==> images/metal_stack.png <==
(3 px per um)
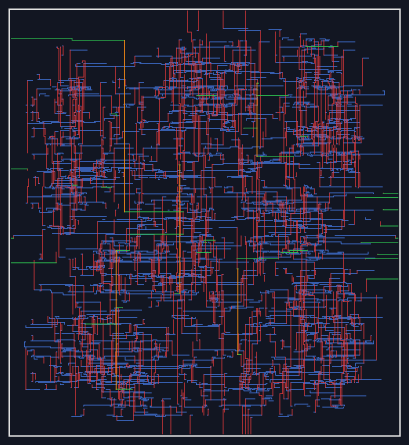
==> images/final_clocks.png <==
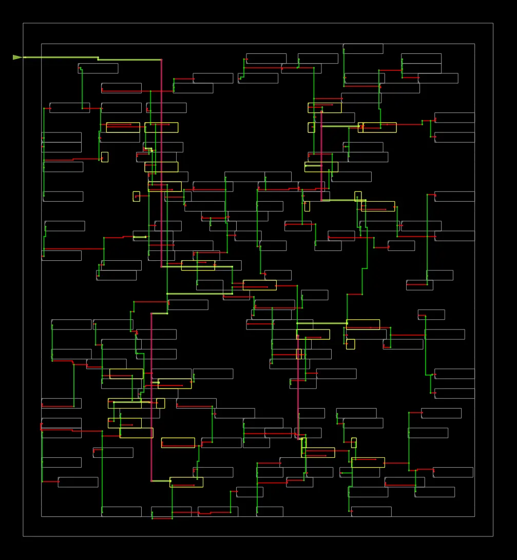
==> images/gate_families.png <==
(3 px per um)
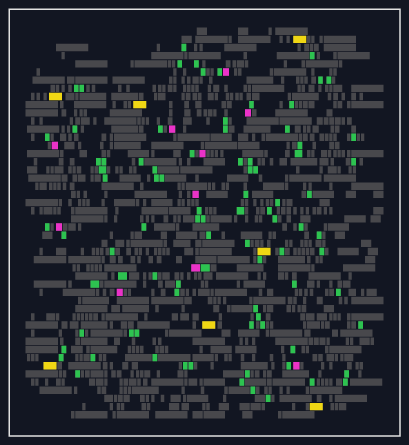
==> images/registers.png <==
(2 px per um) Other sequential cells in the stronger grey, the rest of the logic in the fainter grey.
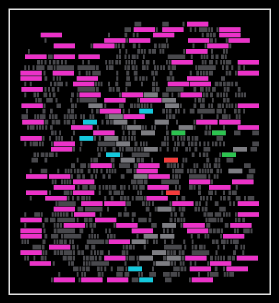
==> images/port_nets.png <==
(3 px per um)
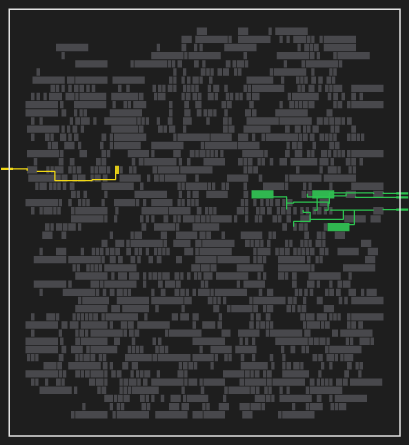
[src/rtl/timer_run_ctrl.sv]
// Run/pause/direction sequencer for the two-digit stopwatch/countdown datapath.
// Define TIMER_AUTO_RELOAD_EN to re-arm the countdown after the expiry blink sequence.
module timer_run_ctrl #(
  parameter int unsigned DEB_CYCLES  = 16,
  parameter int unsigned BLINK_COUNT = 3,
  parameter int unsigned DEB_W       = 16
) (
  input  logic       clk,
  input  logic       rst_n,
  input  logic       key_up_i,
  input  logic       key_down_i,
  input  logic       key_load_i,
  input  logic       key_pause_i,
  input  logic       key_speed_i,
  input  logic       key_prec_i,
  input  logic       tick_1hz_i,
  input  logic       tick_2hz_i,
  input  logic       tick_4hz_i,
  input  logic       tick_10hz_i,
  input  logic       cnt_zero_i,
  input  logic       cnt_low_i,
  output logic       cnt_step_o,
  output logic       cnt_dir_o,
  output logic       cnt_clear_o,
  output logic       cnt_load_o,
  output logic       prec_en_o,
  output logic [1:0] speed_sel_o,
  output logic [2:0] state_o,
  output logic       led_o
);

  localparam int unsigned NumKeys = 6;
  localparam int unsigned BlinkW  = $clog2(BLINK_COUNT + 1);

  typedef enum logic [2:0] {
    StIdle    = 3'd0,
    StRunUp   = 3'd1,
    StRunDown = 3'd2,
    StPaused  = 3'd3,
    StExpired = 3'd4
  } state_e;

  logic [NumKeys-1:0] raw_keys, sync1_q, sync2_q, deb_lvl_q, deb_prev_q, key_rise;
  logic [DEB_W-1:0]   deb_cnt_q [NumKeys];

  state_e            state_q;
  logic              cnt_step_q, cnt_dir_q, cnt_clear_q, cnt_load_q, prec_q, led_q;
  logic [1:0]        speed_q;
  logic [BlinkW-1:0] blink_q;
  logic              sel_tick;

  assign raw_keys = {key_prec_i, key_speed_i, key_pause_i, key_load_i, key_down_i, key_up_i};

  // Level flips only after DEB_CYCLES consecutive samples that differ from it.
  always_ff @(posedge clk) begin
    if (!rst_n) begin
      sync1_q    <= '0;
      sync2_q    <= '0;
      deb_lvl_q  <= '0;
      deb_prev_q <= '0;
      for (int k = 0; k < NumKeys; k++) deb_cnt_q[k] <= '0;
    end else begin
      sync1_q    <= raw_keys;
      sync2_q    <= sync1_q;
      deb_prev_q <= deb_lvl_q;
      for (int k = 0; k < NumKeys; k++) begin
        if (sync2_q[k] == deb_lvl_q[k]) begin
          deb_cnt_q[k] <= '0;
        end else if (deb_cnt_q[k] == DEB_W'(DEB_CYCLES - 1)) begin
          deb_cnt_q[k] <= '0;
          deb_lvl_q[k] <= sync2_q[k];
        end else begin
          deb_cnt_q[k] <= deb_cnt_q[k] + 1'b1;
        end
      end
    end
  end

  assign key_rise = deb_lvl_q & ~deb_prev_q;

  always_comb begin
    sel_tick = 1'b0;
    if (prec_q) begin
      sel_tick = tick_10hz_i;
    end else begin
      case (speed_q)
        2'd0:    sel_tick = tick_1hz_i;
        2'd1:    sel_tick = tick_2hz_i;
        default: sel_tick = tick_4hz_i;
      endcase
    end
  end

  always_ff @(posedge clk) begin
    if (!rst_n) begin
      state_q     <= StIdle;
      cnt_step_q  <= 1'b0;
      cnt_dir_q   <= 1'b0;
      cnt_clear_q <= 1'b0;
      cnt_load_q  <= 1'b0;
      prec_q      <= 1'b0;
      speed_q     <= 2'd0;
      led_q       <= 1'b0;
      blink_q     <= '0;
    end else begin
      cnt_step_q  <= 1'b0;
      cnt_clear_q <= 1'b0;
      cnt_load_q  <= 1'b0;
      if (key_rise[4]) speed_q <= (speed_q == 2'd2) ? 2'd0 : speed_q + 2'd1;
      if (key_rise[5]) prec_q <= ~prec_q;

      if (key_rise[0]) begin
        cnt_clear_q <= 1'b1;
        cnt_dir_q   <= 1'b0;
        state_q     <= StRunUp;
        led_q       <= 1'b0;
      end else if (key_rise[1]) begin
        cnt_load_q <= 1'b1;
        cnt_dir_q  <= 1'b1;
        state_q    <= StRunDown;
        led_q      <= 1'b0;
      end else if (key_rise[2] && state_q != StExpired) begin
        cnt_load_q <= 1'b1;
        state_q    <= StIdle;
        led_q      <= 1'b0;
      end else if (key_rise[3] && (state_q == StRunUp || state_q == StRunDown)) begin
        state_q <= StPaused;
        led_q   <= 1'b0;
      end else if (key_rise[3] && state_q == StPaused) begin
        state_q <= cnt_dir_q ? StRunDown : StRunUp;
      end else begin
        case (state_q)
          StRunUp: begin
            cnt_step_q <= sel_tick;
            led_q      <= 1'b0;
          end
          StRunDown: begin
            // A tick at zero expires instead of stepping, so the count never wraps.
            if (sel_tick && cnt_zero_i) begin
              state_q <= StExpired;
              blink_q <= '0;
              led_q   <= 1'b0;
            end else begin
              cnt_step_q <= sel_tick;
              if (cnt_low_i && !cnt_zero_i) begin
                if (tick_2hz_i) led_q <= ~led_q;
              end else begin
                led_q <= 1'b0;
              end
            end
          end
          StExpired: begin
            if (tick_2hz_i) begin
              if (led_q) begin
                led_q   <= 1'b0;
                blink_q <= blink_q + 1'b1;
                if (blink_q == BlinkW'(BLINK_COUNT - 1)) begin
`ifdef TIMER_AUTO_RELOAD_EN
                  cnt_load_q <= 1'b1;
                  cnt_dir_q  <= 1'b1;
                  state_q    <= StRunDown;
`else
                  state_q    <= StIdle;
`endif
                end
              end else begin
                led_q <= 1'b1;
              end
            end
          end
          default: led_q <= 1'b0;
        endcase
      end
    end
  end

  assign cnt_step_o  = cnt_step_q;
  assign cnt_dir_o   = cnt_dir_q;
  assign cnt_clear_o = cnt_clear_q;
  assign cnt_load_o  = cnt_load_q;
  assign prec_en_o   = prec_q;
  assign speed_sel_o = speed_q;
  assign state_o     = state_q;
  assign led_o       = led_q;

endmodule

[config.mk]
export PLATFORM = sky130hd
export DESIGN_NAME = timer_run_ctrl
export DESIGN_NICKNAME = d
export VERILOG_FILES = /design/src/rtl/timer_run_ctrl.sv
export SDC_FILE = /design/constraint.sdc
export NUM_CORES = 1
export LEC_CHECK = 0
export ABC_AREA = 1
export ABC_CLOCK_PERIOD_IN_PS = 2450
export CAP_MARGIN = 15
export CORE_ASPECT_RATIO = 1.1
export CORE_MARGIN = 5
export CORE_UTILIZATION = 45
export DETAILED_ROUTE_END_ITERATION = 8
export SLEW_MARGIN = 20
export SYNTH_ARGS = -nofsm -noshare
export SYNTH_HDL_FRONTEND = slang
export SYNTH_SLANG_ARGS = --single-unit
export TNS_END_PERCENT = 30
[constraint.sdc]
create_clock -name clk -period 2.45 [get_ports clk]
set_input_delay 0.735 -clock clk [delete_from_list [all_inputs] [get_ports clk]]
set_output_delay 0.735 -clock clk [all_outputs]
set_load 0.02 [all_outputs]
==> impl_metrics.tcl <==
# yosys + openroad results
set metrics [dict create \
    status "complete, no violations" \
    ant_nets 0 \
    post_drt_via_cell_ratio 4.631 \
    path_cells "clkdlybuf4s50_1" \
    place_area_sq_um 7933 \
    clock.fmax_mhz 453.1 \
    irDropWorstVdd_mv 0.4270 \
    cts_setup_buffers 0 \
    numSynthFlops 133 \
    worstMarginPinSlew_ns 0.5174 \
    die_x_um 129.7 \
    path_clk_slew_ns 0.06 \
    die_area_sq_um 18380 \
    root_buffer "clkbuf_16" \
    r2r-end "deb_cnt_q[4][12]$_SDFFCE_PN0P_" \
    xor_share_pct 2.468 \
    crit_fanout 5 \
    fp.dieH_um 141.7 \
    critPathKind "reg -> out" \
    drive_gt1_share_pct 7.334 \
    cts_resized 0 \
    rows 48 \
    ys_cells 859 \
    nets 1017 \
    fin_cells 1209 \
    yosys_area_sq_um 7097 \
    synth_cell_types 39 \
    cts_tree "done" \
    grt_pass1_vias 5221 \
    dr.pass1.iters 5 \
    r2r_start "deb_cnt_q[4][0]$_SDFFCE_PN0P_" \
    min_path_type "reg -> reg" \
    period_used_pct 90.08 \
    tns_ns 0 \
    timing.final.ws_setup_ns 0.2430 \
    grt_max_degree 20 \
    lay_top_cells "169 x nand2_1, 147 x inv_1, 99 x nor2_1, 96 x edfxtp_1, 96 x conb_1" \
    gp_congestion 0.8133 \
    ys_top_logic_family "simple AND/OR/NAND/NOR gates" \
    cts_htree_levels 4 \
    max-cap-violations 0 \
    r2r_cells 8 \
    grt_pass1_wl_um 23000 \
    cp_num_cells 1 \
    critPathLaunchType "flip-flop" \
    crit_family "buffers and inverters" \
    vias 5599 \
    regToRegSetupSlack_ns 0.50 \
    grt_setup_unrepaired "no" \
    hp-start "sync1_q[0]$_SDFF_PN0_" \
    fp_util_pct 45.45 \
    slew-limit-headroom_pct 65.19 \
    critPathMaxStageDelay_ns 0.64 \
    end_kind "output port" \
    track_usage_pct 15.47 \
    routed_wl_um 13340 \
    powerDensity_nw_per_um2 629.6 \
    compound_area_share_pct 6.506 \
    crit_buf_inv 1 \
    syn-cell-area_sq_um 7097 \
    layout_top_cell "nand2_1" \
    clk_latency_ns 0.41 \
    avgSynthCellArea_sq_um 8.262 \
    worstPathRequired_ns 1.71 \
    post-place-ws_ns 0.07877 \
    dpl.cell_count 1177 \
    tool_warnings 26 \
    clockBufferDepth 2 \
    hold_depth 2 \
    drt_iter0_markers 325 \
    crit_arrival_ns 1.47 \
    syn_inst 859 \
    drc 0 \
    leakagePower_nw 3.710 \
    final_area_sq_um 8509 \
    hold_viol 0 \
    grt_antenna_before_repair 0 \
    synth_warnings 0 \
    cts.hold.buffers_added 0 \
    syn_to_final_growth_pct 19.90 \
    slew_viol_final 0 \
    cpMaxStageDelayCell "clkdlybuf4s50_1" \
    ys_seq_share_pct 51.06 \
    diodes 0 \
    muxShareOfSynthArea_pct 0 \
    core_sq_um 15620 \
    post-route-min-period_ns 2.207 \
    setup_viol 0 \
]
## Picture notes: metal_stack.png
Key: met1 = blue [wire length 6580 um]; met2 = red [wire length 6290 um]; met4 = orange [wire length 199 um]; met3 = green [wire length 280 um]

## Picture notes: final_clocks.png
CTS Buf Count: 17
Flops: 133
Final Skew: 0.005723 ns
Clock net power: 2.44 mW
CTS sink cnt: 133

## Picture notes: gate_families.png
Key: adder and majority cells = yellow [cells 7, most used ha_1, where all over the die]; AND and OR gates = magenta [cells 10, most used or2_2]; inverting AOI/OAI gates = green [cells 87, most used a21oi_1, where all over the die]

## Picture notes: registers.png
Key: deb_cnt_q = magenta [placed flops 96, where all over the die]; state_o = green [placed flops 3]; blink_q = red [placed flops 2]; sync1_q = cyan [placed flops 6]
Another 26 sequential cells are not coloured.

## Picture notes: port_nets.png
Key: key_down_i = yellow [direction input, edge left, end cells 1, buffers 1, wire 38.5 um]; state_o = green [direction output, edge right, end cells 3, buffers 3, wire 139 um]
number of I/O pins: 25
# port buffers: 24

==> cell usage after synthesis, drive strengths merged <==
library cell	number	area, sq um
o21ai	28	140.1
nor4	12	87.58
nor2	112	457.9
nor3b	11	82.58
nand3b	1	7.510
a21boi	1	7.510
conb	1	3.750
o21a	1	7.510
nand4	21	131.4
a21oi	56	291.5
o211ai	2	15.01
xnor2	3	26.28
nand2	174	675.7
nor3	55	316.6
clkbuf	3	11.26
or2	8	52.55
and3	2	12.51
nand3	56	290.3
buf	6	60.06
xor2	17	148.9
dfxtp	37	740.7
inv	149	559.3
ha	7	87.58
edfxtp	96	2883
==> logic make-up (layout without fill, tap and decap cells) <==
family,after synthesis,count (layout)
xor gates and xnor gates,20,20
DFF,133,133
other,1,96
buffers and inverters,158,213
and+or+nand+nor,452,452
AOI/OAI and AO/OA,88,88
adders and majority gates,7,7
==> metrics by stage <==
step,util (%),total power [mW],hold WS (ns)
after floorplan,-,2.852,0.3839
after global placement,50.80,2.955,0.3948
after detailed placement,50.80,2.960,0.3978
after CTS,54.50,5.422,0.4134
after global routing,54.50,5.599,0.4353
final,54.50,5.358,0.4125
==> layer usage <==
metal | routed length, um | GRT usage (%) | up-vias
li1 | - | - | 3018
met1 | 6579 | 19.95 | 2515
met2 | 6285 | 24.87 | 52
met3 | 280 | 3.238 | 14
met4 | 199 | 7.166 | 0
met5 | 0 | 0 | -
==> how the worst max path moves through the flow <==
stage                                         end                           from  slack, ns
finish                                 state_o[2]        state_o[2]$_SDFFE_PP0P_       0.24
global route                           state_o[1]        state_o[1]$_SDFFE_PP0P_       0.17
floorplan           deb_cnt_q[2][9]$_SDFFCE_PN0P_  deb_cnt_q[2][0]$_SDFFCE_PN0P_       0.74
detailed placement  deb_cnt_q[4][9]$_SDFFCE_PN0P_                          rst_n       0.08
global placement    deb_cnt_q[4][7]$_SDFFCE_PN0P_                          rst_n       0.12
CTS                                     prec_en_o         prec_en_o$_SDFFE_PN0P_       0.20
==> cell type report <==
type / count / area, sq um
clock buffer: 25 / 540.5
clock inverter: 7 / 36.28
fill: 1484 / 7106
inverter: 149 / 559.3
multi-input combinational: 663 / 3199
sequential: 133 / 3623
tap: 200 / 250.2
timing repair buffer: 32 / 300.3
==> power by group <==
group	switching (mW)	total, mW	internal (mW)
Sequential	0.0755	2.58	2.50
Clock	0.915	2.44	1.53
Combinational	0.215	0.338	0.123
==> registers in the layout, indices dropped and copies added, names as in the netlist, 2 cells and up <==
| name | cells |
|---|---|
| deb_cnt_q | 96 |
| deb_lvl_q | 6 |
| deb_prev_q | 6 |
| sync1_q | 6 |
| sync2_q | 6 |
| state_o | 3 |
| blink_q | 2 |
| speed_sel_o | 2 |
Power is estimated from default activity; no workload was simulated.
